===== src/rtl/img_pkg.sv =====
// Shared pixel-path definitions for the image encoder/decoder pair.
package img_pkg;

  localparam int unsigned PIX_W = 8;

  typedef logic [PIX_W-1:0] pix_t;

  localparam pix_t PIX_MAX = 8'hFF;

  typedef enum logic [1:0] {
    MODE_BRIGHT = 2'b00,
    MODE_DARK   = 2'b01,
    MODE_THRESH = 2'b10,
    MODE_INV    = 2'b11
  } mode_e;

endpackage


===== src/rtl/img_decr_stream_if.sv =====
// Valid/ready pixel stream bundle for img_decr_stream: source side (with per-frame config) and sink side.
interface img_decr_stream_if;
  import img_pkg::*;

  logic       in_valid;
  logic       in_ready;
  pix_t       in_byte;
  logic       in_sof;
  logic [1:0] select;
  pix_t       value;
  pix_t       threshold;
  logic       out_valid;
  logic       out_ready;
  pix_t       out_byte;
  logic       out_sof;
  logic       out_eof;

  modport master (
    output in_valid, in_byte, in_sof, select, value, threshold, out_ready,
    input  in_ready, out_valid, out_byte, out_sof, out_eof
  );

  modport slave (
    input  in_valid, in_byte, in_sof, select, value, threshold, out_ready,
    output in_ready, out_valid, out_byte, out_sof, out_eof
  );

endinterface


===== src/rtl/img_pix_inv.sv =====
// Combinational per-pixel inverse transform; sat flags a clamped brighten/darken result.
module img_pix_inv
  import img_pkg::*;
(
  input  mode_e sel,
  input  pix_t  val,
  input  pix_t  thr,
  input  pix_t  in_byte,
  output pix_t  out_byte,
  output logic  sat
);

  always_comb begin
    out_byte = '0;
    sat      = 1'b0;
    case (sel)
      MODE_BRIGHT: begin
        if (in_byte < val) begin
          out_byte = '0;
          sat      = 1'b1;
        end else begin
          out_byte = in_byte - val;
        end
      end
      MODE_DARK: begin
        if (in_byte > (PIX_MAX - val)) begin
          out_byte = PIX_MAX;
          sat      = 1'b1;
        end else begin
          out_byte = in_byte + val;
        end
      end
      MODE_THRESH: out_byte = (in_byte == PIX_MAX) ? thr : '0;
      MODE_INV:    out_byte = PIX_MAX - in_byte;
      default:     out_byte = '0;
    endcase
  end

endmodule


===== src/rtl/img_decr_stream.sv =====
// Streaming pixel decoder: single registered stage with backpressure, per-frame config latch and framing checks.
// Optional per-frame saturated-pixel statistics are built when IMG_DECR_SAT_STATS_EN is defined.
module img_decr_stream
  import img_pkg::*;
#(
  parameter int FRAME_PIXELS = 4096,
  parameter int CNT_W        = 12
)
(
  input  logic                clk,
  input  logic                rst,
  img_decr_stream_if.slave    px,
  output logic                frame_err,
  output logic [15:0]         sat_count
);

  localparam logic [CNT_W-1:0] CNT_LAST = CNT_W'(FRAME_PIXELS - 1);
  localparam logic [CNT_W-1:0] CNT_ONE  = CNT_W'(1);

  logic [CNT_W-1:0] cnt_q, cnt_d;
  mode_e            sel_q, sel_eff;
  pix_t             value_q, thr_q, val_eff, thr_eff;
  pix_t             dec_byte;
  logic             pix_sat;

  logic             out_valid_q, out_sof_q, out_eof_q, err_q;
  pix_t             out_byte_q;

  logic             accept, at_last, at_first, beat_err;

  assign accept       = px.in_valid && (!out_valid_q || px.out_ready);
  assign px.in_ready  = !out_valid_q || px.out_ready;
  assign px.out_valid = out_valid_q;
  assign px.out_byte  = out_byte_q;
  assign px.out_sof   = out_sof_q;
  assign px.out_eof   = out_eof_q;
  assign frame_err    = err_q;

  // A sof beat is decoded with the config arriving alongside it, not the held one.
  always_comb begin
    sel_eff  = sel_q;
    val_eff  = value_q;
    thr_eff  = thr_q;
    at_last  = (cnt_q == CNT_LAST);
    at_first = (cnt_q == '0);
    beat_err = 1'b0;
    cnt_d    = cnt_q;
    if (px.in_sof) begin
      sel_eff  = mode_e'(px.select);
      val_eff  = px.value;
      thr_eff  = px.threshold;
      beat_err = !at_first;
      cnt_d    = CNT_ONE;
    end else begin
      beat_err = at_first;
      cnt_d    = at_last ? '0 : cnt_q + CNT_ONE;
    end
  end

  img_pix_inv u_pix_inv (
    .sel      (sel_eff),
    .val      (val_eff),
    .thr      (thr_eff),
    .in_byte  (px.in_byte),
    .out_byte (dec_byte),
    .sat      (pix_sat)
  );

  always_ff @(posedge clk or posedge rst) begin
    if (rst) begin
      sel_q   <= MODE_INV;
      value_q <= '0;
      thr_q   <= '0;
      cnt_q   <= '0;
    end else if (accept) begin
      cnt_q <= cnt_d;
      if (px.in_sof) begin
        sel_q   <= mode_e'(px.select);
        value_q <= px.value;
        thr_q   <= px.threshold;
      end
    end
  end

  always_ff @(posedge clk or posedge rst) begin
    if (rst) begin
      out_valid_q <= 1'b0;
      out_byte_q  <= '0;
      out_sof_q   <= 1'b0;
      out_eof_q   <= 1'b0;
      err_q       <= 1'b0;
    end else begin
      err_q <= accept && beat_err;
      if (accept) begin
        out_valid_q <= 1'b1;
        out_byte_q  <= dec_byte;
        out_sof_q   <= px.in_sof;
        out_eof_q   <= !px.in_sof && at_last;
      end else if (px.out_ready) begin
        out_valid_q <= 1'b0;
        out_sof_q   <= 1'b0;
        out_eof_q   <= 1'b0;
      end
    end
  end

`ifdef IMG_DECR_SAT_STATS_EN
  logic [15:0] sat_q;

  always_ff @(posedge clk or posedge rst) begin
    if (rst) begin
      sat_q <= '0;
    end else if (accept) begin
      if (px.in_sof) begin
        sat_q <= {15'd0, pix_sat};
      end else if (pix_sat && (sat_q != '1)) begin
        sat_q <= sat_q + 16'd1;
      end
    end
  end

  assign sat_count = sat_q;
`else
  logic unused_sat;
  assign unused_sat = pix_sat;
  assign sat_count  = '0;
`endif

endmodule


===== src/flat_wrapper.sv =====
// flat-port wrapper written by rule: the top's interface ports become plain ports
module img_decr_stream_flat import img_pkg::*;
#(
  parameter int FRAME_PIXELS = 4096,
  parameter int CNT_W        = 12
)
  (clk, rst, frame_err, sat_count, px_in_valid, px_in_byte, px_in_sof, px_select, px_value, px_threshold, px_out_ready, px_in_ready, px_out_valid, px_out_byte, px_out_sof, px_out_eof);
  img_decr_stream_if px_i ();
  input  logic clk;
  input  logic rst;
  output logic frame_err;
  output logic [15:0] sat_count;
  input wire logic [$bits(px_i.in_valid)-1:0] px_in_valid;
  input wire logic [$bits(px_i.in_byte)-1:0] px_in_byte;
  input wire logic [$bits(px_i.in_sof)-1:0] px_in_sof;
  input wire logic [$bits(px_i.select)-1:0] px_select;
  input wire logic [$bits(px_i.value)-1:0] px_value;
  input wire logic [$bits(px_i.threshold)-1:0] px_threshold;
  input wire logic [$bits(px_i.out_ready)-1:0] px_out_ready;
  output wire logic [$bits(px_i.in_ready)-1:0] px_in_ready;
  output wire logic [$bits(px_i.out_valid)-1:0] px_out_valid;
  output wire logic [$bits(px_i.out_byte)-1:0] px_out_byte;
  output wire logic [$bits(px_i.out_sof)-1:0] px_out_sof;
  output wire logic [$bits(px_i.out_eof)-1:0] px_out_eof;
  assign px_i.in_valid = px_in_valid;
  assign px_i.in_byte = px_in_byte;
  assign px_i.in_sof = px_in_sof;
  assign px_i.select = px_select;
  assign px_i.value = px_value;
  assign px_i.threshold = px_threshold;
  assign px_i.out_ready = px_out_ready;
  assign px_in_ready = px_i.in_ready;
  assign px_out_valid = px_i.out_valid;
  assign px_out_byte = px_i.out_byte;
  assign px_out_sof = px_i.out_sof;
  assign px_out_eof = px_i.out_eof;
  img_decr_stream #(.FRAME_PIXELS(FRAME_PIXELS), .CNT_W(CNT_W)) u_core (.clk(clk), .rst(rst), .px(px_i), .frame_err(frame_err), .sat_count(sat_count));
endmodule

===== config.mk =====
export PLATFORM = sky130hd
export DESIGN_NAME = img_decr_stream_flat
export DESIGN_NICKNAME = d
export VERILOG_FILES = /design/src/rtl/img_pkg.sv /design/src/rtl/img_decr_stream_if.sv /design/src/rtl/img_pix_inv.sv /design/src/rtl/img_decr_stream.sv /design/src/flat_wrapper.sv
export SDC_FILE = /design/constraint.sdc
export NUM_CORES = 1
export LEC_CHECK = 0
export ABC_AREA = 1
export ABC_CLOCK_PERIOD_IN_PS = 2200
export CORE_UTILIZATION = 48
export DETAILED_ROUTE_END_ITERATION = 12
export PLACE_DENSITY = 0.77
export REMOVE_ABC_BUFFERS = 1
export SYNTH_ARGS = -nofsm -noshare
export SYNTH_HDL_FRONTEND = slang
export SYNTH_SLANG_ARGS = --single-unit

===== constraint.sdc =====
create_clock -name clk -period 2.2 [get_ports clk]
set_clock_uncertainty 0.15 [all_clocks]
set_input_delay 0.22 -clock clk [delete_from_list [all_inputs] [get_ports clk]]
set_output_delay 0.22 -clock clk [all_outputs]
set_load 0.02 [all_outputs]

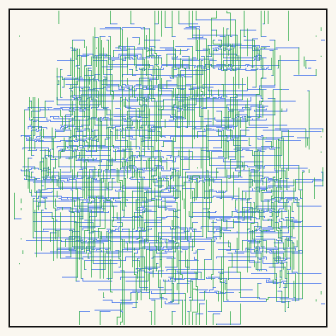
Fig. 1. Wiring by layer (run 1).
Two of the layers only.
colour	layer	wire length
blue	met1	4080 µm
green	met2	4570 µm
Vias: 3377
Overall Global Routing Usage: 25.2%
Wirelength per Cell: 14.0 µm

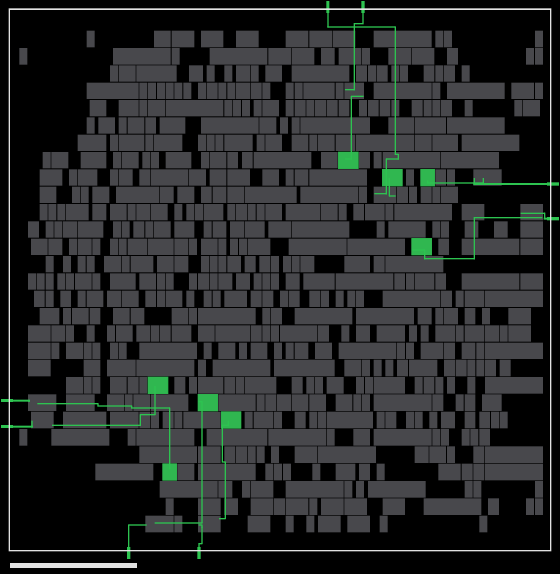
Fig. 2. Wires at chosen ports, followed through buffers (run 1).
The bar under the picture is 20 µm long.
colour	port	bits	direction	end cells	buffers	wire
green	px_value	8	input	8	8	244 µm

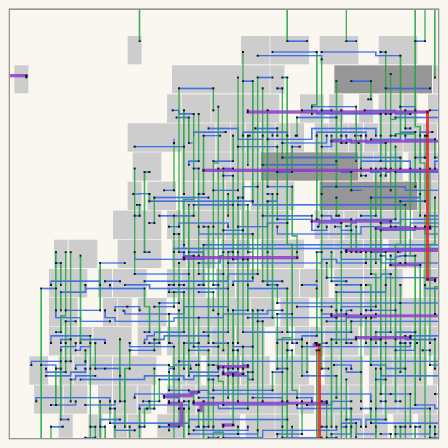
Fig. 3. Layout detail (run 1).
Region (1, 44) to (41, 84) µm. Cells in grey, sequential cells in the stronger grey; small squares are vias.
colour	layer
green	met2
purple	met3
blue	met1
red	met4
cells with their middle in the window	156
most frequent	nand2_1 (41), buf_4 (22), inv_1 (16)
netlist names of flops here include	u_core.px.out_byte (3)
sequential cells in the window	3

==> results.txt, run 1 <==
fresh numbers from the pnr run: status=finished, violations left, failing checks=DRC, setup timing, non-filler cells in the finished layout=~660, RSZ-0062 raised after global routing=true, Crit Path Max Fanout=8, CP Capture Type=flop, WP data required=2.25 ns, Fill cells=480, maximum vdd ir drop=about 330 µV, leakage=0.00232 µW, Post-Synth Adder-Cell Area=~9%, f_max=454 MHz, post-CTS setup buffers=6, grt total ovfl=0, height of the die=roughly 85 µm, first-pass GRT wire length=14.3 mm, Syn Inst Count=between 400 and 500, RePlAce Congestion=0.922, Top cell area share=30.4%, worst setup margin=-0.00169 ns, Detail Placement HPWL=6.32 mm, core footprint=6490 µm², FP Util=50.6%, Root Driver=clkbuf_8, CTS tree=built, post-synth top area cell=dfrtp_1, period utilization=100%, Post-synth top cells=129 x nand2_1, 78 x inv_1, 44 x o21ai_0, Top cells by area=dfrtp_1 30%, nand2_1 15%, inv_1 8.9%, # Cells Yosys=480, Final nets=about 630, Slowest Stage Delay on Critical Path=0.41 ns, DRC viols=2, top-count cell post-synth=nand2_1, Final setup viols=1, Latency at later pin=0.30 ns, MUX share of area=0%, OpenROAD warnings=37, Slew headroom=~56%, Data arrival, critical path=roughly 2.3 ns, Placed Area=4060 µm², Dominant comb cell=simple AND/OR/NAND/NOR gates, number of global-route vias before repair=3150
## run 1: state kept, by name (all words and copies together) (netlist names)
signal               count
u_core.cnt_q            12
u_core.frame_err         1
u_core.px.out_byte       8
u_core.px.out_eof        1
u_core.px.out_sof        1
u_core.px.out_valid      1
u_core.sel_q             2
u_core.thr_q             8
u_core.value_q           8
## run 1: power by group
| group | leakage (µW) | switching (µW) | internal, µW |
|---|---|---|---|
| clock network | 0.0000524 | 268 | 340 |
| logic | 0.00174 | 767 | 650 |
| registers | 0.000526 | 64.1 | 888 |
| total | 0.00232 | 1100 | 1880 |
## run 1: metal layers
| metal | part of all wire [%] | global-route usage, % |
|---|---|---|
| met3 | 4.3 | 3.05 |
| met2 | 50 | 43.5 |
| met1 | 44 | 33.4 |
| met5 | 0 | 0 |
| met4 | 1.4 | 6.63 |
## run 1: final cells by class
| type | count | area [µm²] | area share, % |
|---|---|---|---|
| clock buffers | 7 | 76.3 | 1.63 |
| inverters | 79 | 299 | 6.40 |
| flip-flops and latches | 42 | 1050 | 22.6 |
| clock inverters | 1 | 30.0 | 0.643 |
| repair buffers | 104 | 921 | 19.7 |
| multi-input cells | 345 | 2190 | 46.8 |
| repair inverters | 1 | 7.51 | 0.161 |
| well taps | 77 | 96.3 | 2.06 |
## run 1: cell usage in the layout (no fill, tap or decap), types with 3 or more instances in the layout
| master | Yosys | final |
|---|---|---|
| nor2_2 | 0 | 3 |
| o22ai_1 | 4 | 4 |
| or2_4 | 0 | 6 |
| ha_4 | 0 | 10 |
| dlymetal6s2s_1 | 0 | 3 |
| dfrtp_1 | 40 | 40 |
| o21ai_4 | 0 | 4 |
| conb_1 | 1 | 16 |
| clkdlybuf4s50_1 | 0 | 38 |
| o21ai_2 | 1 | 3 |
| xor2_1 | 5 | 5 |
| nand3_2 | 0 | 6 |
| xnor2_1 | 3 | 3 |
| a21oi_1 | 18 | 14 |
| buf_4 | 16 | 55 |
| nand2_2 | 2 | 16 |
| buf_6 | 2 | 5 |
| nand2_4 | 0 | 4 |
| a21oi_2 | 0 | 3 |
| inv_1 | 78 | 67 |
| nor3_1 | 5 | 5 |
| o21ai_1 | 2 | 4 |
| nand4_1 | 6 | 6 |
| or2_2 | 16 | 10 |
| ha_1 | 20 | 8 |
| inv_2 | 1 | 11 |
| nor2_1 | 32 | 27 |
| clkbuf_8 | 0 | 5 |
| nand2_1 | 129 | 111 |
| nand3_1 | 25 | 18 |
| o21ai_0 | 44 | 36 |
| nand3b_1 | 4 | 4 |
## run 1: path summary, 6_finish.rpt
path                                                    start                                 to  slack (ns)  cells past startpoint
worst max-delay path                              px_value[4]  u_core.px.out_byte[5]$_DFFE_PP0P_      -0.002                     16
worst min-delay path                                      rst        u_core.thr_q[2]$_DFFE_PP0P_        0.21                      3
worst max register to register  u_core.value_q[4]$_DFFE_PP0P_  u_core.px.out_byte[5]$_DFFE_PP0P_        0.05                     14
worst min register to register    u_core.sel_q[0]$_DFFE_PP1P_        u_core.sel_q[0]$_DFFE_PP1P_        0.34                      2
max in group asynchronous                                 rst        u_core.sel_q[1]$_DFFE_PP1P_        1.32                      3
min in group clk                                  px_value[5]      u_core.value_q[5]$_DFFE_PP0P_        0.26                      4
==> run 2: changes to the inputs <==
--- a/config.mk
+++ b/config.mk
@@ -7,9 +7,9 @@
 export LEC_CHECK = 0
 export ABC_AREA = 1
 export ABC_CLOCK_PERIOD_IN_PS = 2200
-export CORE_UTILIZATION = 48
+export CORE_UTILIZATION = 40
 export DETAILED_ROUTE_END_ITERATION = 12
-export PLACE_DENSITY = 0.77
+export PLACE_DENSITY = 0.66
 export REMOVE_ABC_BUFFERS = 1
 export SYNTH_ARGS = -nofsm -noshare
 export SYNTH_HDL_FRONTEND = slang
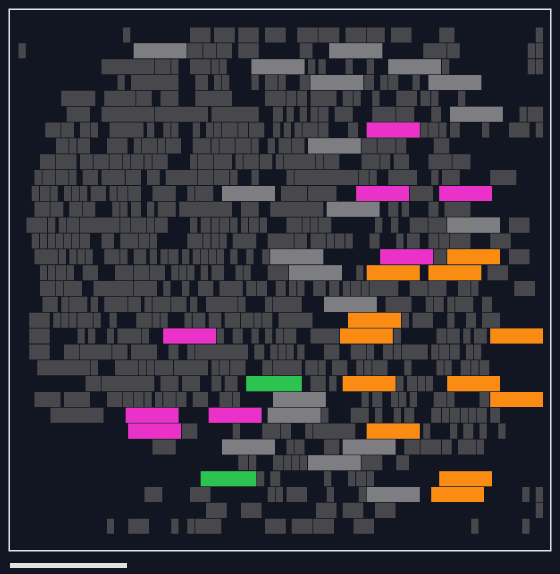
Fig. 4. Register map, names as in the netlist (run 2).
The bar under the picture is 20 µm long. Other sequential cells in the stronger grey, the rest of the logic in the fainter grey.
colour	signal	flops
green	u_core.sel_q	2
orange	u_core.cnt_q	12
magenta	u_core.value_q	8
not coloured	20
Layout Utilization: 60.2%
area of all sequential standard cells: 1050 µm²

==> results.txt, run 2 <==
fresh numbers from the pnr run: status=completed, Power Internal=1910 µW, Slew headroom=61.1%, total length of routed met2 wires=roughly 4.4 mm, CTS tree=built, Comb power frac=47.1%, Root Driver=clkbuf_8, number of global-route vias before repair=3233, WL met1=4.13 mm, first-pass GRT wire length=14.9 mm, f_max=470 MHz, leakage=0.00234 µW, period utilization=a little over nine tenths, maximum vdd ir drop=271 µV, Crit Path Max Fanout=6, Vias=3306, Final setup viols=0, most flop-heavy register=u_core.cnt_q, top-count cell post-synth=nand2_1, met3 wire len=384 µm, switching pwr=1100 µW, Detail Placement HPWL=between 6 and 7 mm, Wirelength per Cell=13.3 µm, core footprint=between 7000 and 8000 µm², met2 usage=approximately 37%, Latency at later pin=0.29 ns, most instantiated logic cells after routing=111 x nand2_1, 67 x inv_1, 50 x buf_4, max FFs per register=12, worst setup margin=0.0723 ns, most instantiated logic cell after routing=nand2_1, Overall Global Routing Usage=21.9%, RSZ-0062 raised after global routing=true, Post-synth top cells=129 x nand2_1, 78 x inv_1, 44 x o21ai_0, # Cells Yosys=approximately 480
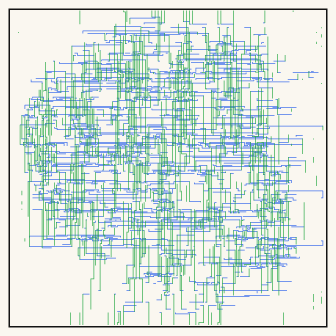
Fig. 5. Wiring by layer (run 2).
Two of the layers only.
colour	layer	wire length
blue	met1	4130 µm
green	met2	4420 µm

-- run 2: netlist changes by cell type in the layout (fill, tap and decap cells not counted), moves of 3 or more --
| cell | previous run | this run |
|---|---|---|
| inv_2 | 11 | 8 |
| ha_2 | 2 | 5 |
| a21oi_2 | 3 | 6 |
| a21oi_1 | 14 | 11 |
| o21ai_2 | 3 | 7 |
| clkdlybuf4s50_1 | 38 | 35 |
| o21ai_1 | 4 | 7 |
| o21ai_4 | 4 | 1 |
| inv_4 | 1 | 4 |
| buf_4 | 55 | 50 |
| buf_6 | 5 | 9 |
| o21ai_0 | 36 | 32 |
-- run 2: worst paths after layout --
path | from | end | slack [ns] | cells past startpoint
max | px_value[6] | u_core.px.out_byte[7]$_DFFE_PP0P_ | 0.07 | 15
min | rst | u_core.thr_q[3]$_DFFE_PP0P_ | 0.20 | 3
max reg2reg | u_core.value_q[0]$_DFFE_PP0P_ | u_core.px.out_byte[7]$_DFFE_PP0P_ | 0.09 | 15
min reg2reg | u_core.sel_q[0]$_DFFE_PP1P_ | u_core.sel_q[0]$_DFFE_PP1P_ | 0.35 | 2
max in group asynchronous | rst | u_core.sel_q[1]$_DFFE_PP1P_ | 1.30 | 3
min in group clk | px_value[3] | u_core.value_q[3]$_DFFE_PP0P_ | 0.30 | 5
-- run 2: cells by family (layout without fill, tap and decap cells) --
family / after synthesis / in the layout / share of synthesized area [%]
buffers and inverters: 108 / 191 / 14.8
AND/OR/NAND/NOR: 223 / 223 / 29.6
XOR/XNOR: 8 / 8 / 2.13
AND-OR/OR-AND: 76 / 76 / 12.5
flip-flops: 42 / 42 / 32.0
adder cells (fa/ha/maj): 22 / 22 / 8.82
other: 1 / 16 / 0.114
-- run 2: cell type report --
class	instances	area (µm²)
Clock inverter	1	30.0
Multi-Input combinational cell	345	2170
Clock buffer	6	82.6
Tap cell	102	128
Timing Repair inverter	1	7.51
Inverter	79	307
Fill cell	742	3130
Sequential cell	42	1050
Timing Repair Buffer	104	940
-- run 2: per-stage QoR --
| step | area (µm²) | utilization [%] | hold WS, ns | std cells |
|---|---|---|---|---|
| CTS | 4470 | 57.0 | 0.240 | 675 |
| global route | 4720 | 60.2 | 0.279 | 680 |
| detailed placement | 4090 | 52.1 | 0.319 | 659 |
| finish | 4720 | 60.2 | 0.202 | 680 |
| floorplan | 3160 | - | 0.157 | 466 |
| global placement | 4090 | 52.1 | 0.314 | 659 |
-- run 2: repair_timing --
| item | CTS | global route |
|---|---|---|
| resized | 69 | 65 |
| buffers inserted | 7 | 5 |
| pin swaps | 19 | 37 |
| setup endpoints to repair | 8 | 8 |
| cloned | 2 | 0 |
-- run 2: power by group through the flow --
stage / combinational, µW / clock [µW] / sequential, µW
final: 1420 / 637 / 955
after global routing: 1560 / 686 / 965
after CTS: 1270 / 650 / 949
after detailed placement: 1120 / 0 / 959
after global placement: 1100 / 0 / 958
after floorplan: 603 / 0 / 996
-- run 2: worst min-delay path, stage by stage --
cell and delay (ns):
clkdlybuf4s50_1 0.40, inv_1 0.05, buf_4 0.44
==> run 3: changes to the inputs <==
--- a/config.mk
+++ b/config.mk
@@ -7,6 +7,8 @@
 export LEC_CHECK = 0
 export ABC_AREA = 1
 export ABC_CLOCK_PERIOD_IN_PS = 2200
+export CAP_MARGIN = 40
+export CORE_ASPECT_RATIO = 0.6
 export CORE_UTILIZATION = 40
 export DETAILED_ROUTE_END_ITERATION = 12
 export PLACE_DENSITY = 0.66
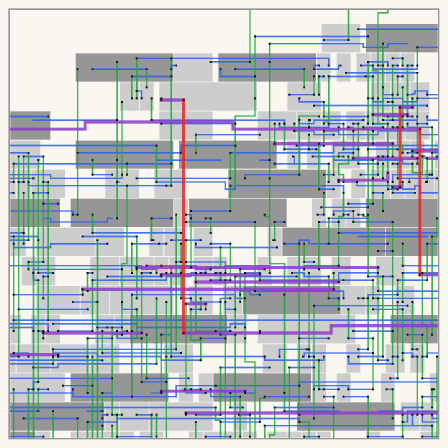
Fig. 6. Layout detail (run 3).
Region (10, 32) to (50, 72) µm. Cells in grey, sequential cells in the stronger grey; small squares are vias.

==> results.txt, run 3 <==
fresh numbers from the pnr run: status=completed, OpenROAD warnings=37, Layout Utilization=60.2%, Root Driver=clkbuf_16, RePlAce Congestion=about 0.87, clock sinks=42, top-count cell post-synth=nand2_1, final hold slack=0.227 ns, f_max=465 MHz, cts hold-fix bufs=0, Data arrival, critical path=2.18 ns, RSZ-0062 raised after global routing=true, FP Util=41.6%, DRC viols=0, Overall Global Routing Usage=22.1%, max FFs per register=12, most instantiated logic cells after routing=110 x nand2_1, 64 x inv_1, 55 x buf_4, H-Tree Depth=2, final hold vios=0, # Cells Yosys=480, WP data required=2.23 ns, Vias=3391, maximum vdd ir drop=322 µV, Slew headroom=between 50% and 60%, Crit Path Max Fanout=8, first-pass GRT wire length=14.8 mm, Top cell area share=30.4%, grt total ovfl=0, post-synth top area cell=dfrtp_1, Top cells by area=dfrtp_1 30%, nand2_1 15%, inv_1 8.9%, CP Capture Type=flop, CTS tree=built, Final nets=635, Post-synth top cells=129 x nand2_1, 78 x inv_1, 44 x o21ai_0, period utilization=a little over nine tenths, most flop-heavy register=u_core.cnt_q, Wirelength per Cell=13.9 µm, core footprint=7910 µm², Detail Placement HPWL=6.89 mm, Async SR Flop Fraction=100%, Syn Inst Count=roughly 480, most instantiated logic cell after routing=nand2_1, share of cells above drive strength 1=slightly below 30%, die area=8600 µm², height of the die=72.2 µm, Latency at later pin=0.28 ns, YS chip area=3290 µm²
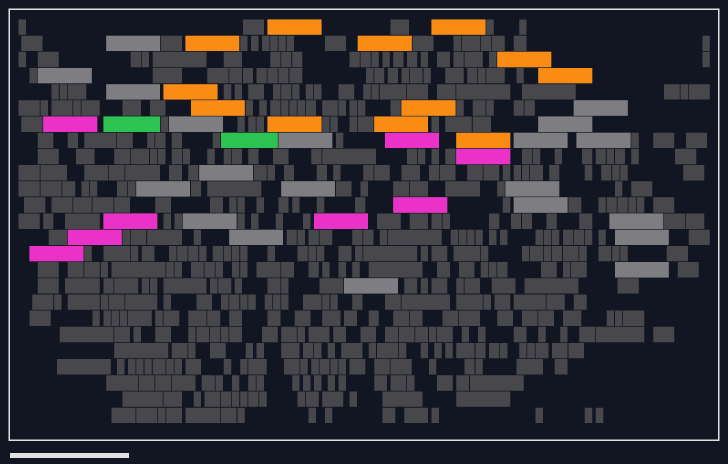
Fig. 7. Register map, names as in the netlist (run 3).
The bar under the picture is 20 µm long. Other sequential cells in the stronger grey, the rest of the logic in the fainter grey.
colour	signal	flops
green	u_core.sel_q	2
orange	u_core.cnt_q	12
magenta	u_core.value_q	8

==> run 3: cell types whose count changed in the layout (fill, tap and decap cells not counted), sizes merged <==
| cell | previous run | this run |
|---|---|---|
| buf | 61 | 65 |
| bufinv | 1 | 0 |
| clkbuf | 7 | 8 |
| clkdlybuf4s50 | 35 | 38 |
| clkinv | 0 | 2 |
| dlygate4sd2 | 2 | 3 |
| dlymetal6s2s | 5 | 1 |
| inv | 79 | 78 |
==> run 3: logic make-up after synthesis <==
kind of cell	count (synthesis)	share of synthesized area, %
simple gates	223	29.6
buf+inv	108	14.8
compound gates	76	12.5
flops	42	32.0
fa+ha+maj	22	8.82
xor+xnor	8	2.13
other cells	1	0.114
==> run 3: worst paths after layout <==
kind | startpoint | end | slack (ns) | cells past startpoint
setup reg to reg | u_core.value_q[6]$_DFFE_PP0P_ | u_core.px.out_byte[7]$_DFFE_PP0P_ | 0.09 | 14
min in group clk | u_core.value_q[1]$_DFFE_PP0P_ | u_core.value_q[1]$_DFFE_PP0P_ | 0.34 | 2
max in group asynchronous | rst | u_core.sel_q[1]$_DFFE_PP1P_ | 1.28 | 3
hold reg to reg | u_core.value_q[1]$_DFFE_PP0P_ | u_core.value_q[1]$_DFFE_PP0P_ | 0.34 | 2
setup / recovery | px_value[6] | u_core.px.out_byte[7]$_DFFE_PP0P_ | 0.05 | 16
hold / removal | rst | u_core.frame_err$_DFF_PP0_ | 0.23 | 3
==> run 3: critical path: stages <==
cell and delay (ns):
clkdlybuf4s50_1 0.40, or2_4 0.24, o21ai_4 0.09, buf_6 0.12, inv_1 0.03, ha_2 0.16
inv_1 0.09, o21bai_1 0.11, a21oi_4 0.16, nand2_2 0.09, nand2_4 0.15, nand2_2 0.08
nand2_1 0.06, nand3_1 0.08, nand2_1 0.06, inv_1 0.04
==> run 3: repair_timing <==
action                                 4_1_cts  5_1_grt
gates cloned                                 1        1
setup endpoints to repair                    8        8
setup buffers                                6       11
gates resized                               70       55
endpoints found under the hold margin        0        0
pin swaps                                   15       34
==> run 3: power by group <==
part / switching [µW] / internal (µW)
clock network: 291 / 450
registers: 69.9 / 890
logic: 761 / 648
==> run 3: layer usage <==
layer	wire (µm)	GRT usage [%]
met1	4940	33.4
met2	3880	31.5
met3	689	5.97
met4	70	3.80
met5	0	0
==> run 3: per-stage QoR <==
stage               cell area, µm²  setup WS, ns  power [µW]  std cells  TNS [ns]
finish                        4770        0.0517        3110        691         0
CTS                           4510       0.00704        2980        679         0
global route                  4770       -0.0375        3300        691    -0.183
detailed placement            4090        -0.802        2080        665     -6.25
global placement              4090        -0.793        2070        665     -6.03
floorplan                     3160        -0.189        1600        466     -1.51
==> run 3: area by class of cell <==
type                       instances  area (µm²)
multi-input combinational        345        2160
timing repair buffer             108         958
tap                              108         135
clock buffer                       7         143
clock inverter                     1        5.00
inverter                          79         304
sequential                        42        1050
timing repair inverter             1        7.51
fill                             711        3150
No activity file was given, so power comes from the tool's default toggle rates.
